==> images/met1.png <==
Bar = 100 um. Supply wires on this layer in gray.
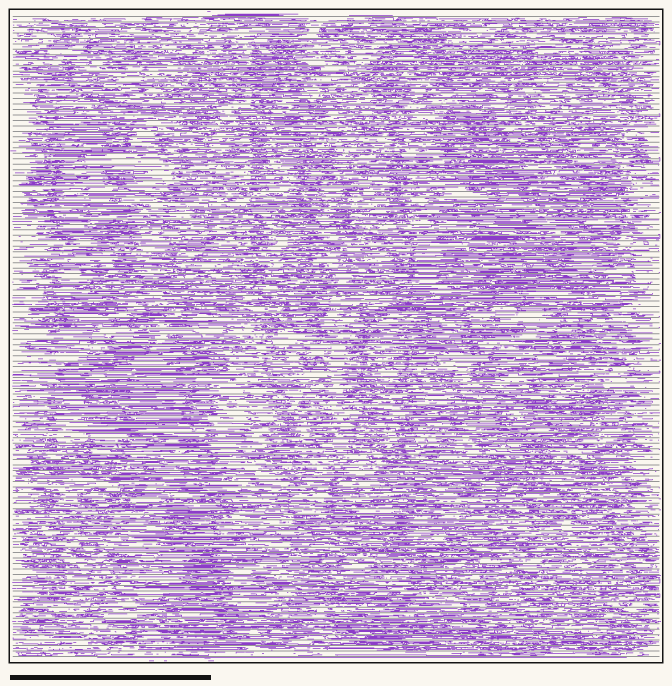
==> images/met2.png <==
Cells faint in the background.
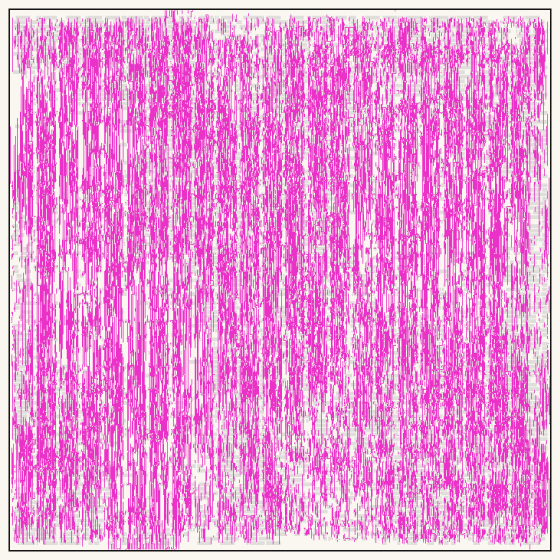
==> images/met3.png <==
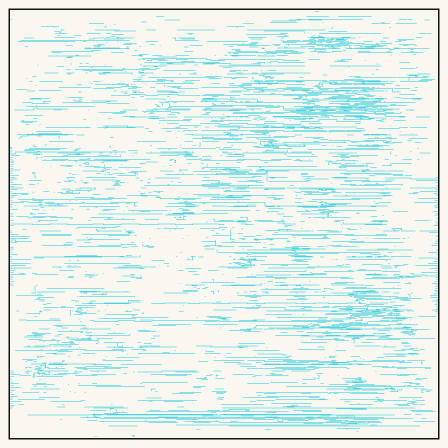
==> images/met4.png <==
Bar = 100 um. Supply wires on this layer in gray.
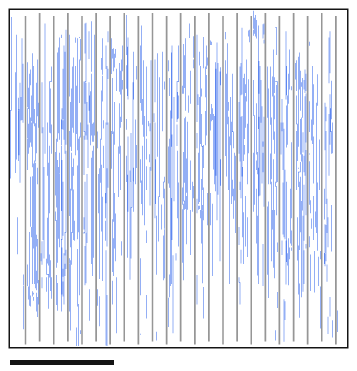
## config.mk

```make
export PLATFORM = sky130hd
export DESIGN_NAME = mul_unit
export DESIGN_NICKNAME = d
export VERILOG_FILES = /design/src/rtl/mul_pkg.sv /design/src/rtl/mul_unit_malu.sv /design/src/rtl/mul_unit.sv
export SDC_FILE = /design/constraint.sdc
export NUM_CORES = 2
export LEC_CHECK = 0
export CORE_UTILIZATION = 60
export CTS_CLUSTER_SIZE = 20
export DETAILED_ROUTE_END_ITERATION = 7
export PLACE_DENSITY = 0.87
export SKIP_CTS_REPAIR_TIMING = 1
export SYNTH_ARGS = -nofsm -noshare
export SYNTH_HDL_FRONTEND = slang
export SYNTH_SLANG_ARGS = --single-unit
```

## constraint.sdc

```tcl
create_clock -name clk -period 41.2 [get_ports clk]
set_input_delay 8.24 -clock clk [delete_from_list [all_inputs] [get_ports clk]]
set_output_delay 8.24 -clock clk [all_outputs]
set_load 0.03 [all_outputs]
```

## src/rtl/mul_pkg.sv

```systemverilog
// -----------------------------------------------------------------------------
// mul_pkg
// Shared types and helpers for the RV64M execute-stage multiply unit.
//   mul_op_e    : request opcode (req_op encoding)
//   mul_state_e : mul_unit control FSM states, codes 0..4
//   MUL_XLEN    : operand width (only 64 supported)
//   mul_select  : applies the final sign to an unsigned 128-bit product and
//                 picks the architectural 64-bit result
// -----------------------------------------------------------------------------
package mul_pkg;

   localparam int MUL_XLEN = 64;

   typedef enum logic [1:0] {
      MUL    = 2'd0,
      MULH   = 2'd1,
      MULHSU = 2'd2,
      MULHU  = 2'd3
   } mul_op_e;

   typedef enum logic [2:0] {
      IDLE  = 3'd0,
      START = 3'd1,
      BUSY  = 3'd2,
      DRAIN = 3'd3,
      RESP  = 3'd4
   } mul_state_e;

   // prod is |a|*|b|; negating the full 128 bits gives the signed product,
   // from which the low half, high half or sign-extended low word is taken.
   function automatic logic [63:0] mul_select(input logic [127:0] prod,
                                              input logic          neg,
                                              input mul_op_e       op,
                                              input logic          word);
      logic [127:0] p;
      logic [63:0]  res;
      p = neg ? (~prod + 128'd1) : prod;
      if (word)
         res = {{32{p[31]}}, p[31:0]};
      else if (op == MUL)
         res = p[63:0];
      else
         res = p[127:64];
      return res;
   endfunction

endpackage

```

## src/rtl/mul_unit_malu.sv

```systemverilog
// -----------------------------------------------------------------------------
// mALU
// Iterative 64x64 -> 128-bit multiplier core, two multiplier bits per cycle.
//   clk, rst          : clock, asynchronous active-high reset
//   start             : sampled only while idle; ignored while a pass runs
//   signed_a/signed_b : treat the matching operand as two's complement
//   a, b              : operands, sampled with start
//   ready             : one-cycle pulse when result is valid
//   result            : 128-bit product, held until the next start
// The edge that samples start also performs the first step; ready is high in
// the cycle that ends 34 edges after that sampling edge.
// -----------------------------------------------------------------------------
module mALU #(
   parameter int XLEN = 64
) (
   input  logic              clk,
   input  logic              rst,
   input  logic              start,
   input  logic              signed_a,
   input  logic              signed_b,
   input  logic [XLEN-1:0]   a,
   input  logic [XLEN-1:0]   b,
   output logic              ready,
   output logic [2*XLEN-1:0] result
);

   localparam int STEPS = XLEN / 2;

   logic              busy;
   logic [5:0]        cnt;
   logic [2*XLEN-1:0] acc;
   logic [2*XLEN-1:0] mcand;
   logic [XLEN-1:0]   mplier;
   logic              fix;
   logic [2*XLEN-1:0] a_ext;

   assign a_ext  = signed_a ? {{XLEN{a[XLEN-1]}}, a} : {{XLEN{1'b0}}, a};
   assign result = acc;

   function automatic logic [2*XLEN-1:0] pp(input logic [2*XLEN-1:0] mc,
                                            input logic [1:0]        bits);
      logic [2*XLEN-1:0] s;
      s = (bits[0] ? mc : '0) + (bits[1] ? (mc << 1) : '0);
      return s;
   endfunction

   // b is scanned as unsigned; a signed b with its top bit set is corrected
   // afterwards by subtracting a * 2^XLEN, which is exactly mcand once all
   // steps have shifted it.
   always_ff @(posedge clk or posedge rst) begin
      if (rst) begin
         busy   <= 1'b0;
         cnt    <= '0;
         acc    <= '0;
         mcand  <= '0;
         mplier <= '0;
         fix    <= 1'b0;
         ready  <= 1'b0;
      end else begin
         ready <= 1'b0;
         if (!busy) begin
            if (start) begin
               acc    <= pp(a_ext, b[1:0]);
               mcand  <= a_ext << 2;
               mplier <= b >> 2;
               fix    <= signed_b & b[XLEN-1];
               cnt    <= 6'd1;
               busy   <= 1'b1;
            end
         end else if (cnt < 6'(STEPS)) begin
            acc    <= acc + pp(mcand, mplier[1:0]);
            mcand  <= mcand << 2;
            mplier <= mplier >> 2;
            cnt    <= cnt + 6'd1;
         end else if (cnt == 6'(STEPS)) begin
            if (fix)
               acc <= acc - mcand;
            cnt <= cnt + 6'd1;
         end else begin
            ready <= 1'b1;
            busy  <= 1'b0;
         end
      end
   end

endmodule

```

## src/rtl/mul_unit.sv

```systemverilog
// -----------------------------------------------------------------------------
// mul_unit
// RV64M execute-stage multiply unit (MUL/MULH/MULHSU/MULHU/MULW).
//   clk, rst                : clock, asynchronous active-high reset
//   req_valid/req_ready     : request handshake (ready only in IDLE)
//   req_op, req_word        : opcode, MULW flag (MUL semantics on low word)
//   req_rs1, req_rs2, req_rd: operands and destination tag
//   flush                   : kill any accepted, unreturned request
//   resp_valid/resp_ready   : response handshake, held until taken
//   resp_data, resp_rd      : result and its tag
// Operands are reduced to magnitudes for the unsigned core; the sign is
// applied afterwards. A one-entry cache of the last core product lets a
// MULH/MUL pair on the same operands skip the second core pass.
// -----------------------------------------------------------------------------
module mul_unit
   import mul_pkg::*;
#(
   parameter int XLEN = MUL_XLEN
) (
   input  logic            clk,
   input  logic            rst,
   input  logic            req_valid,
   output logic            req_ready,
   input  logic [1:0]      req_op,
   input  logic            req_word,
   input  logic [XLEN-1:0] req_rs1,
   input  logic [XLEN-1:0] req_rs2,
   input  logic [4:0]      req_rd,
   input  logic            flush,
   output logic            resp_valid,
   input  logic            resp_ready,
   output logic [XLEN-1:0] resp_data,
   output logic [4:0]      resp_rd
);

   mul_state_e        state;
   mul_op_e           op;
   mul_op_e           op_reg;
   logic              word_reg;
   logic              neg_reg;
   logic [4:0]        rd_reg;
   logic [XLEN-1:0]   mag_a_reg, mag_b_reg;

   logic              cache_valid;
   logic [XLEN-1:0]   cache_a, cache_b;
   logic [2*XLEN-1:0] cache_prod;

   logic              core_start;
   logic              core_ready;
   logic [2*XLEN-1:0] core_result;

   logic              sa, sb;
   logic [XLEN-1:0]   opa, opb;
   logic              a_neg, b_neg, neg;
   logic [XLEN-1:0]   mag_a, mag_b;
   logic              hit;

   // ---- operand conditioning (combinational, used at accept) ----
   assign op    = mul_op_e'(req_op);
   assign sa    = req_word | (op != MULHU);
   assign sb    = req_word | (op == MUL) | (op == MULH);
   assign opa   = req_word ? {{(XLEN-32){req_rs1[31]}}, req_rs1[31:0]} : req_rs1;
   assign opb   = req_word ? {{(XLEN-32){req_rs2[31]}}, req_rs2[31:0]} : req_rs2;
   assign a_neg = sa & opa[XLEN-1];
   assign b_neg = sb & opb[XLEN-1];
   assign neg   = a_neg ^ b_neg;
   // -(-2^63) wraps to 2^63, which is the correct unsigned magnitude.
   assign mag_a = a_neg ? (~opa + 1'b1) : opa;
   assign mag_b = b_neg ? (~opb + 1'b1) : opb;
   assign hit   = cache_valid && (cache_a == mag_a) && (cache_b == mag_b);

   assign req_ready  = (state == IDLE);
   assign core_start = (state == START);

   mALU #(.XLEN(XLEN)) u_malu (
      .clk      (clk),
      .rst      (rst),
      .start    (core_start),
      .signed_a (1'b0),
      .signed_b (1'b0),
      .a        (mag_a_reg),
      .b        (mag_b_reg),
      .ready    (core_ready),
      .result   (core_result)
   );

   always_ff @(posedge clk or posedge rst) begin
      if (rst) begin
         state       <= IDLE;
         op_reg      <= MUL;
         word_reg    <= 1'b0;
         neg_reg     <= 1'b0;
         rd_reg      <= '0;
         mag_a_reg   <= '0;
         mag_b_reg   <= '0;
         cache_valid <= 1'b0;
         cache_a     <= '0;
         cache_b     <= '0;
         cache_prod  <= '0;
         resp_valid  <= 1'b0;
         resp_data   <= '0;
         resp_rd     <= '0;
      end else begin
         // Every core completion refreshes the cache, even one whose
         // request was flushed, so the work is not wasted.
         if (core_ready && (state == BUSY || state == DRAIN)) begin
            cache_valid <= 1'b1;
            cache_a     <= mag_a_reg;
            cache_b     <= mag_b_reg;
            cache_prod  <= core_result;
         end

         case (state)
            IDLE: begin
               if (req_valid && !flush) begin
                  op_reg    <= op;
                  word_reg  <= req_word;
                  neg_reg   <= neg;
                  rd_reg    <= req_rd;
                  mag_a_reg <= mag_a;
                  mag_b_reg <= mag_b;
                  if (hit) begin
                     resp_valid <= 1'b1;
                     resp_data  <= mul_select(cache_prod, neg, op, req_word);
                     resp_rd    <= req_rd;
                     state      <= RESP;
                  end else begin
                     state <= START;
                  end
               end
            end
            // The core samples start on this edge regardless of flush, so a
            // flush here still has to wait out the pass.
            START: state <= flush ? DRAIN : BUSY;
            BUSY: begin
               if (core_ready) begin
                  if (flush) begin
                     state <= IDLE;
                  end else begin
                     resp_valid <= 1'b1;
                     resp_data  <= mul_select(core_result, neg_reg, op_reg, word_reg);
                     resp_rd    <= rd_reg;
                     state      <= RESP;
                  end
               end else if (flush) begin
                  state <= DRAIN;
               end
            end
            DRAIN: begin
               if (core_ready)
                  state <= IDLE;
            end
            RESP: begin
               if (flush || resp_ready) begin
                  resp_valid <= 1'b0;
                  state      <= IDLE;
               end
            end
            default: state <= IDLE;
         endcase
      end
   end

endmodule
```

==> run_results.csv <==
group,metric,value,unit
layout,n_antenna_cell,4,
yosys,ys_sh_aoi,19.2,%
final_timing,fmax,0.0667,GHz
setup_path,r2r_start,"u_malu.mplier[0]$_DFFE_PP0P_",
yosys,yosys_register_bits,791,
detailed_routing,met3_length,27600,um
final_timing,setup_violations,0,
layout,largestClassByArea,"combinational gates",
final_timing,rsz0062_at_grt,"false",
yosys,synth_area_per_cell,8.09,um2
outcome,violations,"design-rule violations",
setup_path,r2r_cells,19,
yosys,yosys_warnings,0,
layout,final_nets,8099,
placement,dpl_cell_area,65200,um2
final_timing,hold_slack,0.478,ns
power_and_ir_drop,max-vdd-ir-drop,50.1,uV
clock_tree,htreeDepth,3,
setup_path,cp-start-kind,"input port",
clock_tree,numCtsBuffers,90,
min_path,hp-class,"reg -> reg",
yosys,fp_nets,8161,
grt,grt_pass1_vias,59545,
placement,place_inst,8914,
layout,nonClockInverterCount,438,
power_and_ir_drop,powerDensity,65.6,nW/um2
clock_tree,cts_buffer_depth,3,
clock_tree,ctsRootBufferMaster,"clkbuf_16",
power_and_ir_drop,total_power,4.50,mW
min_path,min_to,"rd_reg[2]$_DFFE_PP0P_",
yosys,syn_inst,7700,
layout,logic_gate_count,6014,
layout,drive_gt1_share,7.20,%
layout,lay_top_count,"nand2_1",
setup_path,setup.worst_path.end,"resp_data[3]$_DFFE_PP0P_",
grt,gr-max-usage-layer,"met2",
clock_tree,clk_pin_slew,0.06,ns
yosys,synthTopCellsByCount,"nand2_1, dfrtp_1, o21ai_0, a21oi_1, inv_1",
placement,hpwl,193000,um
layout,fillers,8210,
setup_path,worstSetupPathType,"in -> reg",
detailed_routing,wire_per_inst,28.1,um
yosys,syn-cell-area,62300,um2
floorplanning,fp_util,60.9,%
clock_tree,cts.sinks,791,
floorplanning,die_h,324,um
layout,final_cell_mix,"nand2_1, dfrtp_1, o21ai_0",
layout,ff_count,791,
power_and_ir_drop,p_leak,31.1,nW
setup_path,critPathLaunch,"req_word",
yosys,synth-edff-count,0,
floorplanning,io_pins,212,
detailed_routing,drtPass1Iterations,8,
yosys,ys_cells,7700,
grt,grt_remaining_overflow,0,
detailed_routing,routed.top_layer,"met5",
yosys,mux_area_share,6.40,%
yosys,ys_sh_xor,8.57,%
final_timing,fin_ws,26.20,ns
layout,stdcell_count,9083,
setup_path,r2r_end,"u_malu.result[124]$_DFFE_PP0P_",
setup_path,worstPathRequired,41.77,ns
run,tool_warnings,39,
grt,grt_pass1_wl,377000,um
yosys,seq_area_frac_synth,31.8,%
final_timing,slew_violations,0,
clock_tree,cts_tree,"built",
setup_path,worstPathArrival,15.57,ns
yosys,ys_sh_adder,7.95,%
final_timing,fin_crit,15.00,ns
min_path,hold_path_startpoint,"rd_reg[2]$_DFFE_PP0P_",
detailed_routing,drc_errors,1,
placement,pre_cts_ws,25.89,ns
grt,antenna_found_initial,11,
run,drv_cap,0,
yosys,netlist.area_leader.share,31.8,%
yosys,async_reset_ff_share,100,%
yosys,area_leaders,"dfrtp_1, nand2_1, o21ai_0, xnor2_1, fa_1",
grt,grt_use_total,47.9,%
detailed_routing,avgViaCountPerCell,6.84,
layout,buf_share,4.14,%
final_timing,finalCritPeriodShare,36.4,%
layout,logic_area,39200,um2
layout,nClkBuffers,123,
min_path,hold-path-cell-count,2,
final_timing,fin_tns_setup,0,ns
detailed_routing,wl_met2,112000,um
layout,final-seq-area,19800,um2
yosys,synth_chip_area,62300,um2
detailed_routing,drt_iter0_markers,8620,
setup_path,end_kind,"flop",
placement,portBuffers,211,
floorplanning,die_w,324,um
grt,grt_use_met2,73.9,%
clock_tree,clock_latency,0.69,ns
floorplanning,die-area,105000,um2
setup_path,reg2reg_slack,33.20,ns
yosys,synth_top_cell_by_count,"nand2_1",
layout,final_area,68500,um2
layout,area_growth_syn_to_layout,10.0,%
placement,routabilityCongestion,1.10,
final_timing,finalHoldViolations,0,
floorplanning,core-area,102000,um2
floorplanning,taps,1368,
yosys,synthSimpleGateAreaFrac,20.6,%
final_timing,worst_slew_pin_slew,1.45,ns
yosys,top_logic_kind,"simple AND/OR/NAND/NOR gates",
layout,comb_area_share,57.2,%
floorplanning,rows,117,
grt,grt_max_degree,194,
layout,seq_share,28.9,%
setup_path,critPathMaxFanout,64,
layout,finalCoreUtilization,67.0,%
detailed_routing,ant_nets,0,
final_timing,skew,0.0257,ns
yosys,synth_area_leader_cell,"dfrtp_1",
detailed_routing,met1Wirelength,91900,um
final_timing,relSlewSlack,2.10,%
yosys,synth.distinct_cells,89,
layout,clock_area_share,4.84,%
layout,nNonClkBuffers,303,
yosys,synth-main-ff-cell,"dfrtp_1",
outcome,outcome,"finished, violations left",
Back to the opening pictures, met1.png:
longest straight run	263 um
nets with wire on the layer	7630
main direction	horizontal
final WL: 255000 um
GR met1 Demand/Resource: 58.0%
via count: 62112

Back to the opening pictures, met2.png:
longest straight run	106 um
main direction	vertical
nets with wire on the layer	6907
wire length on this layer	112 mm
share of all routed wire	44%

Back to the opening pictures, met3.png:
share of all routed wire	11%
nets with wire on the layer	1467
main direction	horizontal
longest straight run	145 um
met3 usage: 11.0%

Back to the opening pictures, met4.png:
nets with wire on the layer	435
main direction	vertical
share of all routed wire	9.3%

==> power breakdown <==
| part | switching [mW] | internal [mW] |
|---|---|---|
| combinational | 1.53 | 0.744 |
| sequential | 0.333 | 0.987 |
| clock | 0.358 | 0.548 |
| total | 2.22 | 2.28 |
==> worst max-delay path: stages <==
cell and delay (ns):
buf_4 0.24, buf_4 0.61, buf_4 0.55, and2_1 0.24, nor2_2 0.13, buf_4 0.29
a221o_1 0.34, a2111oi_0 0.56, o2111ai_1 0.20, nor4_1 0.34, nand4_1 0.13, nor4_1 0.58
o211ai_1 0.32, or4_1 0.62, nor4_2 0.62, a21o_4 0.33, buf_4 0.68, mux2_2 0.42
Power and IR drop assume default switching activity.
